===== config.mk =====
export PLATFORM = sky130hd
export DESIGN_NAME = uart_tx
export DESIGN_NICKNAME = d
export VERILOG_FILES = /design/src/rtl/uart_pkg.sv /design/src/rtl/uart_baud_cnt.sv /design/src/rtl/uart_tx.sv
export SDC_FILE = /design/constraint.sdc
export NUM_CORES = 1
export LEC_CHECK = 0
export CORE_ASPECT_RATIO = 0.8
export CORE_MARGIN = 1.5
export CORE_UTILIZATION = 35
export CTS_BUF_LIST = sky130_fd_sc_hd__clkbuf_8
export DETAILED_ROUTE_END_ITERATION = 10
export GPL_TIMING_DRIVEN = 0
export PLACE_DENSITY = 0.6
export SLEW_MARGIN = 0
export SYNTH_ARGS = -nofsm -noshare
export SYNTH_HDL_FRONTEND = slang
export SYNTH_SLANG_ARGS = --single-unit

===== constraint.sdc =====
create_clock -name clk -period 2.1 [get_ports clk]
set_input_delay 0.42 -clock clk [delete_from_list [all_inputs] [get_ports clk]]
set_output_delay 0.42 -clock clk [all_outputs]
set_load 0.005 [all_outputs]

===== src/rtl/uart_pkg.sv =====
// Shared types and constants for the UART transmit/receive blocks.
package uart_pkg;

  typedef enum logic [2:0] {
    IDLE,
    START,
    DATA,
    PARITY,
    STOP
  } uart_state_t;

  localparam int UART_DATA_BITS = 8;
  localparam int UART_CLK_DIV   = 868;

endpackage


===== src/rtl/uart_baud_cnt.sv =====
// Bit-period divider: counts 0..CLK_DIV-1 and flags the last cycle of each bit.
module uart_baud_cnt
  import uart_pkg::*;
#(
  parameter int CLK_DIV = UART_CLK_DIV
) (
  input  logic clk,
  input  logic rst,
  input  logic clear,
  output logic bit_end
);

  localparam int CW = $clog2(CLK_DIV);

  logic [CW-1:0] count;

  assign bit_end = (count == CW'(CLK_DIV - 1));

  // Free-running divider held at zero while cleared, wrapping at the end of every bit.
  always_ff @(posedge clk) begin
    if (rst || clear) begin
      count <= '0;
    end else if (bit_end) begin
      count <= '0;
    end else begin
      count <= count + CW'(1);
    end
  end

endmodule


===== src/rtl/uart_tx.sv =====
// Byte-serial UART transmitter: valid/ready byte input, 8 data bits LSB first,
// optional parity, one or two stop bits. tx lags the state register by one cycle.
module uart_tx
  import uart_pkg::*;
#(
  parameter int CLK_DIV    = UART_CLK_DIV,
  parameter bit PARITY_EN  = 1'b0,
  parameter bit PARITY_ODD = 1'b0,
  parameter int STOP_BITS  = 1
) (
  input  logic       clk,
  input  logic       rst,
  input  logic [7:0] tx_data,
  input  logic       tx_valid,
  output logic       tx_ready,
  output logic       tx,
  output logic       busy
);

  uart_state_t state;
  logic [2:0]  bit_cnt;
  logic [7:0]  shift_reg;
  logic        parity_bit;
  logic        bit_end;
  logic        last_stop;
  logic        accept;
  logic        div_clear;

  // The final cycle of the last stop bit can already take the next byte.
  assign last_stop = (state == STOP) && bit_end && (bit_cnt == 3'(STOP_BITS - 1));
  assign tx_ready  = (state == IDLE) || last_stop;
  assign accept    = tx_valid && tx_ready;
  assign busy      = (state != IDLE);
  assign div_clear = (state == IDLE);

  uart_baud_cnt #(
    .CLK_DIV(CLK_DIV)
  ) u_baud (
    .clk    (clk),
    .rst    (rst),
    .clear  (div_clear),
    .bit_end(bit_end)
  );

  // Frame sequencer, shift register and registered serial line.
  always_ff @(posedge clk) begin
    if (rst) begin
      state      <= IDLE;
      bit_cnt    <= '0;
      shift_reg  <= '0;
      parity_bit <= 1'b0;
      tx         <= 1'b1;
    end else begin
      case (state)
        START:   tx <= 1'b0;
        DATA:    tx <= shift_reg[0];
        PARITY:  tx <= parity_bit;
        default: tx <= 1'b1;
      endcase

      case (state)
        IDLE: begin
          if (accept) begin
            state      <= START;
            shift_reg  <= tx_data;
            parity_bit <= (^tx_data) ^ PARITY_ODD;
            bit_cnt    <= '0;
          end
        end
        START: begin
          if (bit_end) begin
            state   <= DATA;
            bit_cnt <= '0;
          end
        end
        DATA: begin
          if (bit_end) begin
            shift_reg <= {1'b0, shift_reg[7:1]};
            bit_cnt   <= bit_cnt + 3'd1;
            if (bit_cnt == 3'(UART_DATA_BITS - 1)) begin
              state <= PARITY_EN ? PARITY : STOP;
            end
          end
        end
        PARITY: begin
          if (bit_end) begin
            state   <= STOP;
            bit_cnt <= '0;
          end
        end
        STOP: begin
          if (last_stop) begin
            bit_cnt <= '0;
            if (accept) begin
              state      <= START;
              shift_reg  <= tx_data;
              parity_bit <= (^tx_data) ^ PARITY_ODD;
            end else begin
              state <= IDLE;
            end
          end else if (bit_end) begin
            bit_cnt <= bit_cnt + 3'd1;
          end
        end
        default: begin
          state <= IDLE;
        end
      endcase
    end
  end

endmodule


**Signal wires by layer**

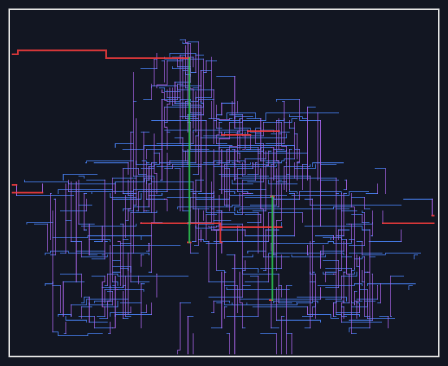
- metal 1: blue (wire length 1540 um)
- metal 3: red (wire length 88.2 um)
- metal 2: purple (wire length 1630 um)
- metal 4: green (wire length 51.0 um)
GR Util All Layers: 15.87%
count of vias placed by the detailed router: 1322
sum of routed wire length over all layers: 3.302 mm
average routed wire per standard cell: 13.00 um

**Sequential cells grouped by signal name**

Other sequential cells in the stronger gray, the rest of the logic in the fainter gray.
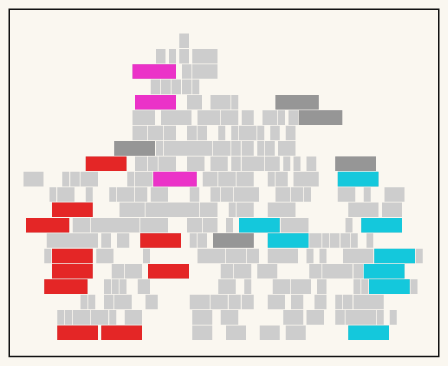
- `shift_reg`: cyan (flops 8)
- `bit_cnt`: magenta (flops 3)
- `u_baud.count`: red (flops 10)
FF+latch area: 528.0 um2
Seq. pwr: 0.523 mW
flop share of the area: 28.10%
post-layout utilization of the core: 47.83%

**Pin map**

Pins as bars across the die edge, other pins in gray.
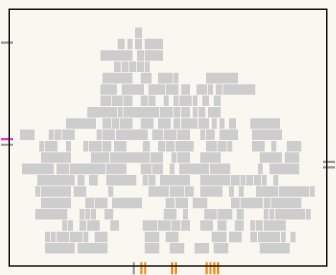
- `tx_data`: orange (pins 8; direction input; edge south)
- `tx_ready`: magenta (pins 1; direction output; edge west)
die span in x: 75.77 um
number of buffers added on ports: 13
Die Height: 61.22 um

**Clock wiring as the flow saved it**

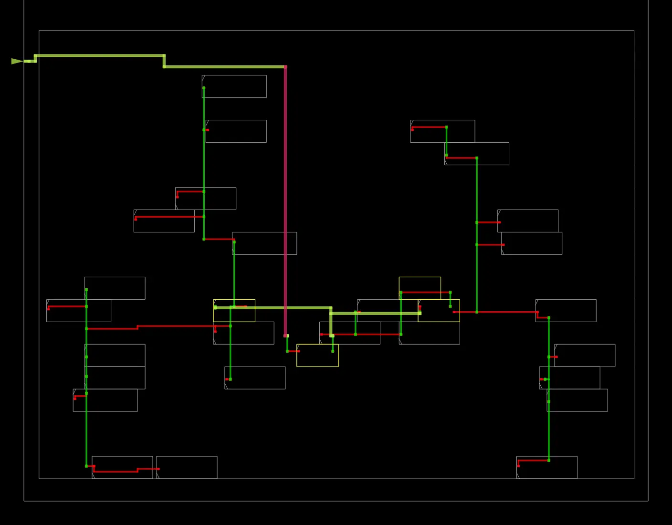
clock group power: 0.315 mW
number of flip-flops and latches: 26
number of clock sinks: 26

==> git commit body <==
Log flow metrics for this revision

* Run status: finished clean
- Antenna violations before repair: 0
- The clock passes through at most 2 buffers.
* Critical path startpoint category: register
* Clock-pin transition on the worst setup and hold timing paths: 0.08 ns
* Post-synthesis register bit count: 26
- Based on the critical path, the design can be clocked at up to 0.4939 GHz.
- The first TritonRoute pass finished after 4 iterations.
- Fraction of registers with async set or reset after synthesis: 0%
* Tool warning count: 27
* Layout Nets: 215
- TritonCTS built the clock tree.
- Setup slack on the critical path of the routed design comes to 0.07524 ns.
- The stat command in Yosys gives a chip area of 1483 um2.
- Worst slew margin relative to its limit: 59.44%
* Pin count of the biggest net entering global routing: 15
- Fraction of layout cells with a size suffix above 1: 18.59%
* Worst setup path class: reg2out
* Power per standard cell area: 529.0 nW/um2
- Endpoint class of the critical path: output pin
- Fin Setup TNS: 0 ns
- For this block, the initial DRC count from the detailed router was 64.
- Instance area after placement: 1682 um2
* Average footprint of a synthesized cell: 8.330 um2
- The worst hold path terminates at shift_reg[6].
- Counting tap cells, the placed design contains a total of 246 instances.
## what timing repair did
action | 4_1_cts | 5_1_grt
endpoints found under the hold margin | 0 | 0
gates resized | 10 | 20
setup buffers | 3 | 2
endpoints found under the setup margin | 9 | 9
hold buffers | 0 | 0
pin swaps | 2 | 4
## cells by family (layout without fill, tap and decap cells)
family	Yosys count	in the layout	share of synthesized area, %
buffers and inverters	22	43	5.654
flip-flops	26	26	35.11
XOR/XNOR	16	16	9.451
AND-OR/OR-AND	40	40	18.74
adder cells (fa/ha/maj)	4	4	3.376
multiplexers	3	3	2.110
AND/OR/NAND/NOR	67	67	25.57
## placed cells by master, fill, tap and decap left out, drive strengths merged, types with 3 or more instances in the layout
cell type / Yosys / routed
nor2b: 5 / 5
nand3: 8 / 8
clkbuf: 7 / 10
a221oi: 7 / 7
nand4: 3 / 3
ha: 4 / 4
nand2: 12 / 12
nand2b: 9 / 9
inv: 14 / 14
clkdlybuf4s50: 0 / 12
dfxtp: 26 / 26
buf: 1 / 6
xor2: 4 / 4
xnor2: 12 / 12
o21ai: 14 / 14
a21oi: 6 / 6
nor2: 16 / 16
## cells in the mapped netlist, types with 4 or more instances
master	count	area share, %
sky130_fd_sc_hd__clkbuf_1	7	1.8
sky130_fd_sc_hd__nor2b_1	5	2.1
sky130_fd_sc_hd__nand2_1	12	3.0
sky130_fd_sc_hd__a21oi_1	6	2.0
sky130_fd_sc_hd__nor2_1	16	4.1
sky130_fd_sc_hd__nand2b_1	9	3.8
sky130_fd_sc_hd__a221oi_1	7	4.1
sky130_fd_sc_hd__xor2_1	4	2.4
sky130_fd_sc_hd__nand3_1	8	2.7
sky130_fd_sc_hd__xnor2_1	12	7.1
sky130_fd_sc_hd__inv_1	14	3.5
sky130_fd_sc_hd__dfxtp_1	26	35
sky130_fd_sc_hd__ha_1	4	3.4
sky130_fd_sc_hd__o21ai_0	14	4.7
## cell type report
cell class                      instances  area [um2]
Fill cell                             387        2049
Clock buffer                            4       55.05
Inverter                               14       52.55
Multi-Input combinational cell        130       973.4
Tap cell                               55       68.82
Buffer                                  7       31.28
Sequential cell                        26       528.0
Timing Repair Buffer                   18       170.2
## worst max-delay path, stage by stage (launching register included)
cell                              delay, ns
sky130_fd_sc_hd__dfxtp_2               0.37
sky130_fd_sc_hd__or2_4                 0.27
sky130_fd_sc_hd__nor2_2                0.14
sky130_fd_sc_hd__inv_1                 0.11
sky130_fd_sc_hd__clkdlybuf4s50_1       0.46
## power breakdown
part	internal [mW]	switching (mW)	total, mW	leakage, nW
Sequential	0.512	0.0108	0.523	0.215
Clock	0.167	0.148	0.315	0.0288
Combinational	0.0782	0.0776	0.156	0.425
## layer usage
metal	wire length (um)	share of wire [%]	GRT usage (%)
met5	0	0	0
met3	88	2.7	3.437
met2	1625	49	27.45
met1	1537	47	19.70
met4	51	1.5	5.357
## how the worst max path moves through the flow
stage	start	endpoint	depth (start not counted)
floorplan	u_baud.count[0]	shift_reg[0]	5
global placement	bit_cnt[0]	tx_ready	6
detailed placement	bit_cnt[0]	tx_ready	6
CTS	state[0]	busy	4
global route	bit_cnt[0]	shift_reg[4]	7
finish	state[0]	busy	4
Power and IR drop assume default switching activity.
